File: src/rtl/sprite_rom_arbiter.sv
// Round-robin arbiter that shares one registered-address sprite ROM among
// several row fetchers. A granted requester may hold the ROM for a bounded
// burst. Each grant comes back two cycles later as a tagged, registered row.
module sprite_rom_arbiter #(
  parameter int NUM_REQ   = 4,
  parameter int ADDR_W    = 6,
  parameter int DATA_W    = 51,
  parameter int ROW_COUNT = 60,
  parameter int MAX_BURST = 16,
  localparam int ID_W     = $clog2(NUM_REQ)
) (
  input  logic                      clk,
  input  logic                      rst,
  input  logic [NUM_REQ-1:0]        req,
  input  logic [NUM_REQ-1:0]        req_lock,
  input  logic [NUM_REQ*ADDR_W-1:0] req_row,
  output logic [NUM_REQ-1:0]        gnt,
  output logic [ADDR_W-1:0]         rom_address,
  input  logic [DATA_W-1:0]         rom_data,
  output logic                      rsp_valid,
  output logic [ID_W-1:0]           rsp_id,
  output logic [DATA_W-1:0]         rsp_data,
  output logic                      busy
);

  localparam int CNT_W = $clog2(MAX_BURST + 1);

  typedef enum logic {
    ARB_RR     = 1'b0,
    ARB_LOCKED = 1'b1
  } arb_state_t;

  arb_state_t        state_reg, state_next;
  logic [ID_W-1:0]   rr_ptr_reg, rr_ptr_next;
  logic [ID_W-1:0]   owner_reg, owner_next;
  logic [CNT_W-1:0]  burst_cnt_reg, burst_cnt_next;
  logic [ADDR_W-1:0] addr_hold_reg;

  logic              s1_valid_reg;
  logic [ID_W-1:0]   s1_id_reg;
  logic              s1_oor_reg;

  logic              hold;
  logic              win_found;
  logic [ID_W-1:0]   win_id;
  logic [ADDR_W-1:0] row_sel;
  logic              row_oor;
  logic [NUM_REQ-1:0] gnt_raw;

  logic [ADDR_W-1:0] row_arr [NUM_REQ];

  // Unpack the per-requester row addresses and build the one-hot grant.
  for (genvar gi = 0; gi < NUM_REQ; gi++) begin : g_req
    assign row_arr[gi] = req_row[gi*ADDR_W +: ADDR_W];
    assign gnt_raw[gi] = win_found && (win_id == ID_W'(gi));
  end

  // Winner selection: a live lock owner wins outright, otherwise scan upward
  // from the slot after the last winner.
  always_comb begin
    int idx;
    idx       = 0;
    win_found = 1'b0;
    win_id    = '0;
    hold      = (state_reg == ARB_LOCKED) && req[owner_reg] && req_lock[owner_reg];
    if (hold) begin
      win_found = 1'b1;
      win_id    = owner_reg;
    end else begin
      for (int k = 1; k <= NUM_REQ; k++) begin
        idx = (int'(rr_ptr_reg) + k) % NUM_REQ;
        if (!win_found && req[idx]) begin
          win_found = 1'b1;
          win_id    = ID_W'(idx);
        end
      end
    end
  end

  assign row_sel = row_arr[win_id];
  assign row_oor = ({{(32-ADDR_W){1'b0}}, row_sel} >= 32'(ROW_COUNT));

  // Grant and address are forced to zero while reset is held; with no winner
  // the address keeps its previous value so the ROM output stays stable.
  assign gnt         = rst ? '0 : gnt_raw;
  assign rom_address = rst ? '0 : (win_found ? row_sel : addr_hold_reg);
  assign busy        = s1_valid_reg || rsp_valid;

  // Lock state machine, burst counter and round-robin pointer next state.
  always_comb begin
    state_next     = state_reg;
    owner_next     = owner_reg;
    burst_cnt_next = burst_cnt_reg;
    rr_ptr_next    = rr_ptr_reg;
    if (hold) begin
      burst_cnt_next = burst_cnt_reg + 1'b1;
      if (burst_cnt_reg == CNT_W'(MAX_BURST - 1)) begin
        // This grant is the last one of the burst.
        state_next     = ARB_RR;
        burst_cnt_next = '0;
        rr_ptr_next    = owner_reg;
      end
    end else begin
      state_next     = ARB_RR;
      burst_cnt_next = '0;
      if (state_reg == ARB_LOCKED) begin
        rr_ptr_next = owner_reg;
      end
      if (win_found) begin
        rr_ptr_next = win_id;
        if (req_lock[win_id]) begin
          state_next     = ARB_LOCKED;
          owner_next     = win_id;
          burst_cnt_next = CNT_W'(1);
        end
      end
    end
  end

  // Arbitration state registers.
  always_ff @(posedge clk or posedge rst) begin
    if (rst) begin
      state_reg     <= ARB_RR;
      owner_reg     <= '0;
      burst_cnt_reg <= '0;
      rr_ptr_reg    <= ID_W'(NUM_REQ - 1);
      addr_hold_reg <= '0;
    end else begin
      state_reg     <= state_next;
      owner_reg     <= owner_next;
      burst_cnt_reg <= burst_cnt_next;
      rr_ptr_reg    <= rr_ptr_next;
      if (win_found) begin
        addr_hold_reg <= row_sel;
      end
    end
  end

  // Stage 1: remember who was granted and whether the row is out of range
  // while the ROM registers the address.
  always_ff @(posedge clk or posedge rst) begin
    if (rst) begin
      s1_valid_reg <= 1'b0;
      s1_id_reg    <= '0;
      s1_oor_reg   <= 1'b0;
    end else begin
      s1_valid_reg <= win_found;
      if (win_found) begin
        s1_id_reg  <= win_id;
        s1_oor_reg <= row_oor;
      end
    end
  end

  // Stage 2: capture the ROM row with its tag; data holds between responses.
  always_ff @(posedge clk or posedge rst) begin
    if (rst) begin
      rsp_valid <= 1'b0;
      rsp_id    <= '0;
      rsp_data  <= '0;
    end else begin
      rsp_valid <= s1_valid_reg;
      if (s1_valid_reg) begin
        rsp_id   <= s1_id_reg;
        rsp_data <= s1_oor_reg ? '0 : rom_data;
      end
    end
  end

endmodule

File: config.mk
export PLATFORM = sky130hd
export DESIGN_NAME = sprite_rom_arbiter
export DESIGN_NICKNAME = d
export VERILOG_FILES = /design/src/rtl/sprite_rom_arbiter.sv
export SDC_FILE = /design/constraint.sdc
export NUM_CORES = 1
export LEC_CHECK = 0
export CORE_UTILIZATION = 39
export CTS_BUF_LIST = sky130_fd_sc_hd__clkbuf_8
export CTS_CLUSTER_SIZE = 8
export DETAILED_ROUTE_END_ITERATION = 12
export HOLD_SLACK_MARGIN = 0.06
export PLACE_DENSITY = 0.76
export RECOVER_POWER = 100
export SETUP_SLACK_MARGIN = 0.1
export SYNTH_ARGS = -nofsm -noshare
export SYNTH_HDL_FRONTEND = slang
export SYNTH_SLANG_ARGS = --single-unit
File: constraint.sdc
create_clock -name clk -period 2.3 [get_ports clk]
set_input_delay 0.23 -clock clk [delete_from_list [all_inputs] [get_ports clk]]
set_output_delay 0.23 -clock clk [all_outputs]
set_load 0.1 [all_outputs]
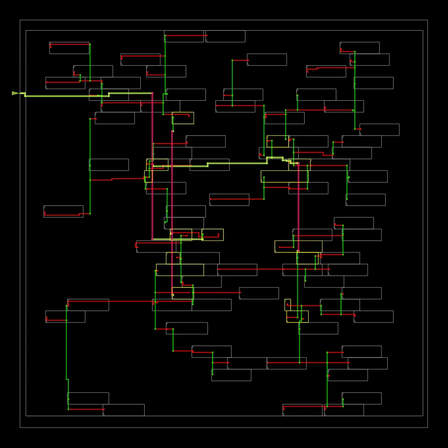
*Clock routing, run 1*
clk_lat worst skew: 330 ps
Clock Skews: 12.48 ps
Power Clock: 1.18 mW
CTS Buf Count: 9

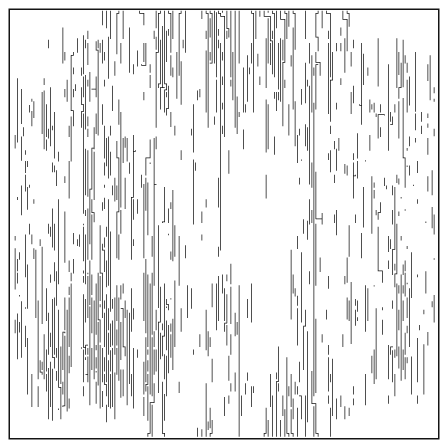
*Signal wires on met2, run 1*
The layer carries 4420 um of wire. 511 nets have wire on it. The layer holds 49% of the routed length.
vias: 3061
final WL: 8985 um
met2 usage: 34.41%

==> impl_metrics.toml, run 1 <==
# synthesis and place-and-route metrics
[floorplan]
rows = 33
die_width_um = 94.92
die_area_um2 = 9009

[timing]
tightestPinTransition_ps = 544.4
hold_ws_ps = 361.1
setup_viol = 14
fin_crit_sh_pct = 123.7
setup_slack_ps = -544.0
rsz0062_at_grt = "yes"
max_freq_mhz = 351.6

[cells_and_area]
regArea_um2 = 1857
final_cells = 636
final_nets = 613
lay_top_count = "clkdlybuf4s50_1"
area_share_nonclk_buffers_pct = 31.72
num-nonclk-inverters = 56
seq_cell_count = 74
logic_area_um2 = 1405

[setup_path]
startpoint = "rr_ptr_reg[1]"
cp.depth = 10
max_stage_delay_ps = 580
cp-start-kind = "register"
worstSetupEndpoint = "rom_address[4]"
cp-end-kind = "output port"
critPathKind = "reg -> out"
critPathArrivalTime_ps = 2610
path_delay_family = "multiplexers"
reg2reg_slack_ps = -210
cpMaxStageDelayCell = "dfstp_2"

[min_path]
holdCritPathClass = "in -> async"

[detailed_routing]
drtPass1Iterations = 4
route.met3.wl_um = 585
wl_per_cell_um = 14.13
met2_length_um = 4420
drt_iter0_drc = 128
ant_nets = 0
drt-met1-wl_um = 3805

[yosys]
yosys_area_um2 = 3367
synth_nets = 437
yosys_warnings = 0
most_common_cell = "dfrtp_1"
syn_area_per_cell_um2 = 9.593
synthTopCellsByArea = "dfrtp_1 (54%), o21ai_0 (8.3%), nand2_1 (7.1%), inv_1 (6.1%), mux2i_1 (5.6%)"
top_area_cell = "dfrtp_1"
top_area_share_pct = 53.51
ys_async_sr_fraction_pct = 100.0
netlist_top_cells_count = "dfrtp_1 (72), nand2_1 (64), o21ai_0 (56)"
ys_sh_mux_pct = 8.993
xor_area_share_pct = 0.5203

[clocking]
clkTransAtPathRegs_ps = 80
clock_sinks = 74
cts_hold_buf = 0
postCtsSetupBuffers = 9
ctsHtreeMaxLevel = 3

[power_and_ir_drop]
total_power_mw = 7.755
seqPwrFrac_pct = 24.4
p_int_mw = 4.022
p_sw_share_pct = 48.14
clkPwrFrac_pct = 15.2
power.group.top = "combinational cells"
vdd_drop_max_v = 0.0008875
cellLeakagePower_nw = 2.765
p_seq_mw = 1.89

[grt]
grt_usage_pct = 20.08
grt_pass1_wl_um = 13830
antenna_found_initial = 0
met3_usage_pct = 4.509

[run_status]
status = "complete, but fails checks"
violations = "setup timing"

[placement]
dpl.hpwl_um = 6390
dpl_cell_area_um2 = 5150
dpl.cell_count = 611
pre_cts_ws_ps = -392.8
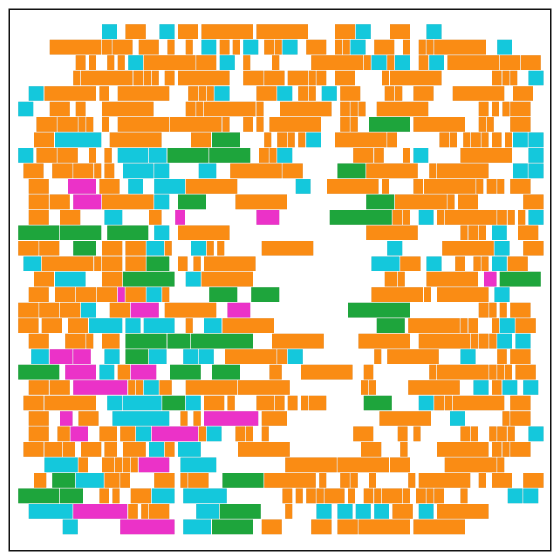
*Drive-strength map, run 1*
x6 and larger: drawn in green, cells 34, most used buf_12. x2: drawn in magenta, cells 20. x1 and smaller: drawn in orange, cells 374, most used clkdlybuf4s50_1. x3 and x4: drawn in cyan, cells 103, most used buf_4.
Final Cell Area: 5622 um^2
worst setup margin: -544.0 ps
P&R area growth vs syn: 66.96%
Non-clk bufs: 181

### Logic cells by family, run 1

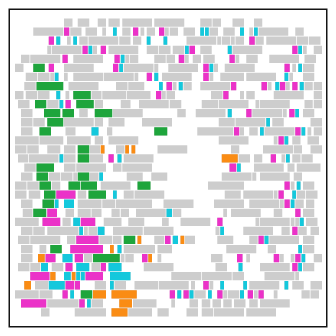

==> run 2, diff against run 1 <==
CORE_MARGIN = 5   (was unset)
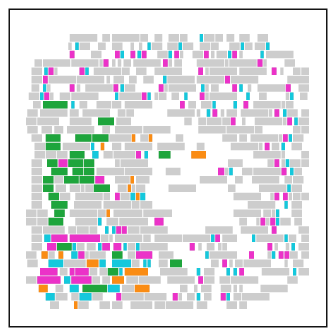
*Logic cells by family, run 2*
aoi and oai cells: drawn in magenta, cells 71, most used o21ai_0, where all over the die. nand cells: drawn in cyan, cells 76, most used nand2_1, where all over the die. mux cells: drawn in green, cells 28, most used mux2i_1, where west. nor cells: drawn in orange, cells 16, most used nor2_1.

==> run 2 against run 1 <==
Compared with the run above:
- the run still ends with setup timing left
- combinational power is 2% higher
- first-iteration DRC count is 48% lower
- total power is 2.8% lower
- critical path depth stayed put
- sequential power hardly changed
- sequential share of layout area hardly changed
==> impl_metrics.toml, run 2 <==
# synthesis and place-and-route metrics
[timing]
fin_crit_sh_pct = 123.1
skew_ps = 15.10
setup_slack_ps = -530.2
setup_viol = 14
max_freq_mhz = 353.3
hold_ws_ps = 369.3
rsz0062_at_grt = "yes"

[clocking]
ctsHtreeMaxLevel = 3
cts_hold_buf = 0
numCtsBuffers = 9
insertion_delay_ps = 340
clkTransAtPathRegs_ps = 90

[power_and_ir_drop]
vdd_drop_max_v = 0.0007572
p_seq_mw = 1.90
total_power_mw = 7.535
seqPwrFrac_pct = 25.2
p_int_mw = 3.765
p_sw_share_pct = 50.03
clkPwrFrac_pct = 11.5

[yosys]
synthTopCellsByArea = "dfrtp_1 (54%), o21ai_0 (8.3%), nand2_1 (7.1%), inv_1 (6.1%), mux2i_1 (5.6%)"
synth_nets = 437
netlist_top_cells_count = "dfrtp_1 (72), nand2_1 (64), o21ai_0 (56)"
ys_async_sr_fraction_pct = 100.0
most_common_cell = "dfrtp_1"
syn_area_per_cell_um2 = 9.593

[setup_path]
cpMaxStageDelayCell = "dfstp_2"
worstSetupEndpoint = "rom_address[3]"
cp.depth = 10

[detailed_routing]
drt-met1-wl_um = 3953
drt_wl_total_um = 9480
drtPass1Iterations = 5

[floorplan]
die_area_um2 = 10590

[grt]
grt_pass1_wl_um = 14480
met3_usage_pct = 6.157
grt_usage_pct = 17.33
antenna_found_initial = 0

[cells_and_area]
lay_top_count = "clkdlybuf4s50_1"
num-nonclk-inverters = 56
area_share_nonclk_buffers_pct = 32.31

[run_status]
status = "complete, but fails checks"
violations = "setup timing"

[placement]
pre_cts_ws_ps = -406.1
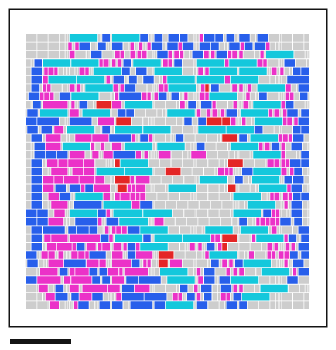
*Placement by cell class, run 2*
Bar = 20 um. Fill, decap, tap and diode cells in grey.
remaining logic cells: drawn in magenta, cells 261. remaining buffers and delay cells: drawn in blue, cells 185. registers: drawn in cyan, cells 74. clock drivers and dummy loads: drawn in red, cells 16.

### Signal wires on met2, run 2

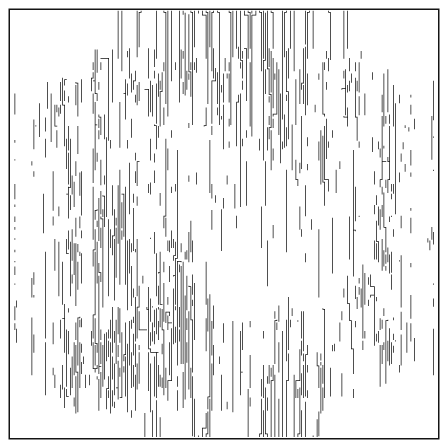

==> run 3, diff against run 2 <==
SKIP_CTS_REPAIR_TIMING = 1   (was unset)
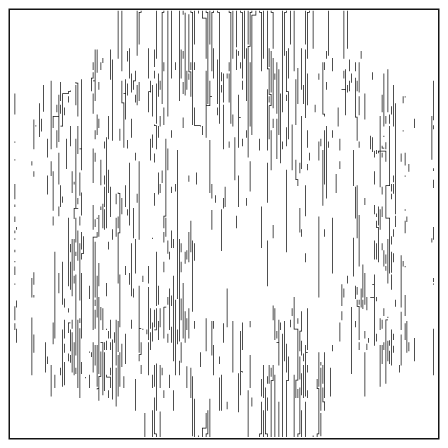
*Signal wires on met2, run 3*
497 nets have wire on it. The wires run mostly vertical.

==> run 3 against run 2 <==
Compared with the run above:
- area after synthesis stayed put
- total power is 9.5% lower
- via count is 2.8% lower
- non-clock buffer count is 13 lower
- worst hold slack worse by 6.0 ps
- the flow still finishes with violations (setup timing)
- utilization is 5.7 points lower
- count of clock-buffer cells in the layout stayed put
- synthesized cell count stayed put
- critical path depth is 1 lower
- critical endpoint is now rom_address[4]
- clock power is 0.5% lower
- combinational power is 14% lower
- design area is 8.4% lower
==> impl_metrics.toml, run 3 <==
# synthesis and place-and-route metrics
[run_status]
status = "complete, but fails checks"
violations = "setup timing"

[timing]
hold_ws_ps = 363.3
tightestPinTransition_ps = 1216
setup_slack_ps = -534.4
fin_crit_sh_pct = 123.2
rsz0062_at_grt = "yes"
max_freq_mhz = 352.8
slew_violations = 0
skew_ps = 15.31
fin_tns_setup_ps = -4726
hold_viol_final = 0
setup_viol = 14

[floorplan]
rows = 33
tapcell.inserted = 105
fp_util_pct = 40.57
die_area_um2 = 10590

[grt]
met3_usage_pct = 6.157
antenna_found_initial = 0
overflow = 0
use_met2_pct = 27.63
grt_usage_pct = 16.83
top_usage_layer = "met2"
grt_pass1_vias = 3082
grt_pass1_wl_um = 14040

[cells_and_area]
comb_cells = 205
syn2layout_area_growth_pct = 52.58
lay_top_cells = "clkdlybuf4s50_1 (83), dfrtp_1 (72), nand2_1 (64)"
largest_register_ffs = 51
final_util_pct = 61.90
largest_cell_class = "flip-flops and latches"
diodes = 0
area_share_nonclk_buffers_pct = 27.74
seq_cell_count = 74
num-nonclk-inverters = 56

[setup_path]
critPathKind = "reg -> out"
critPathArrivalTime_ps = 2600
worstSetupEndpoint = "rom_address[4]"
max_stage_delay_ps = 580
crit_fanout = 13
cpMaxStageDelayCell = "dfstp_2"
cp.depth = 9
path_delay_family = "multiplexers"

[yosys]
top_area_cell = "dfrtp_1"
syn_area_per_cell_um2 = 9.593
netlist_top_cells_count = "dfrtp_1 (72), nand2_1 (64), o21ai_0 (56)"
edf_count = 0
top_area_share_pct = 53.51
simple_gate_share_pct = 14.08
yosys_warnings = 0
most_common_cell = "dfrtp_1"
synth_seq_share_pct = 55.07
ys_async_sr_fraction_pct = 100.0
synthTopCellsByArea = "dfrtp_1 (54%), o21ai_0 (8.3%), nand2_1 (7.1%), inv_1 (6.1%), mux2i_1 (5.6%)"
postSynthCellCount = 351
synth_nets = 437
ff_type = "dfrtp_1"
xor_area_share_pct = 0.5203

[placement]
dpl_cell_area_um2 = 5122
pre_cts_ws_ps = -406.1
dpl.hpwl_um = 6853
place_congestion = 0.8356

[power_and_ir_drop]
switchingPower_mw = 3.595
powerDensity_nw_per_um2 = 1328
powerClk_mw = 0.859
p_seq_mw = 1.88
p_int_mw = 3.227
p_comb_mw = 4.08
seqPwrFrac_pct = 27.6
power.group.top = "combinational cells"
total_power_mw = 6.822
vdd_drop_max_v = 0.0007600
clkPwrFrac_pct = 12.6
p_sw_share_pct = 52.69
p_comb_share_pct = 59.8

[detailed_routing]
vias = 2944
drtPass1Iterations = 4
drt-met1-wl_um = 3834
drcViolationCount = 0
drt_wl_total_um = 8881
avgViaCountPerCell = 4.688
drt_iter0_drc = 64
wl_per_cell_um = 14.14

[clocking]
insertion_delay_ps = 340
clkTransAtPathRegs_ps = 90
ctsHtreeMaxLevel = 3
clock_sinks = 74
numCtsBuffers = 9

[min_path]
holdCritPathClass = "in -> async"
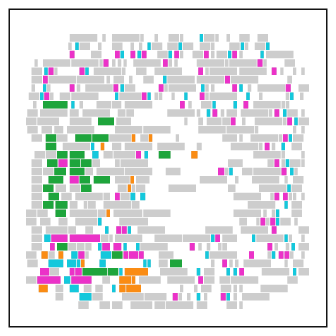
*Logic cells by family, run 3*
aoi and oai cells: drawn in magenta, cells 71, most used o21ai_0, where all over the die. nand cells: drawn in cyan, cells 76, most used nand2_1, where all over the die. nor cells: drawn in orange, cells 16, most used nor2_1. mux cells: drawn in green, cells 28, most used mux2i_1, where west.
dominant logic cell type in the layout: clkdlybuf4s50_1
final non-filler cell total: 628
fraction of area in multi-input gates: 26.13%

No activity file was given, so power comes from the tool's default toggle rates.
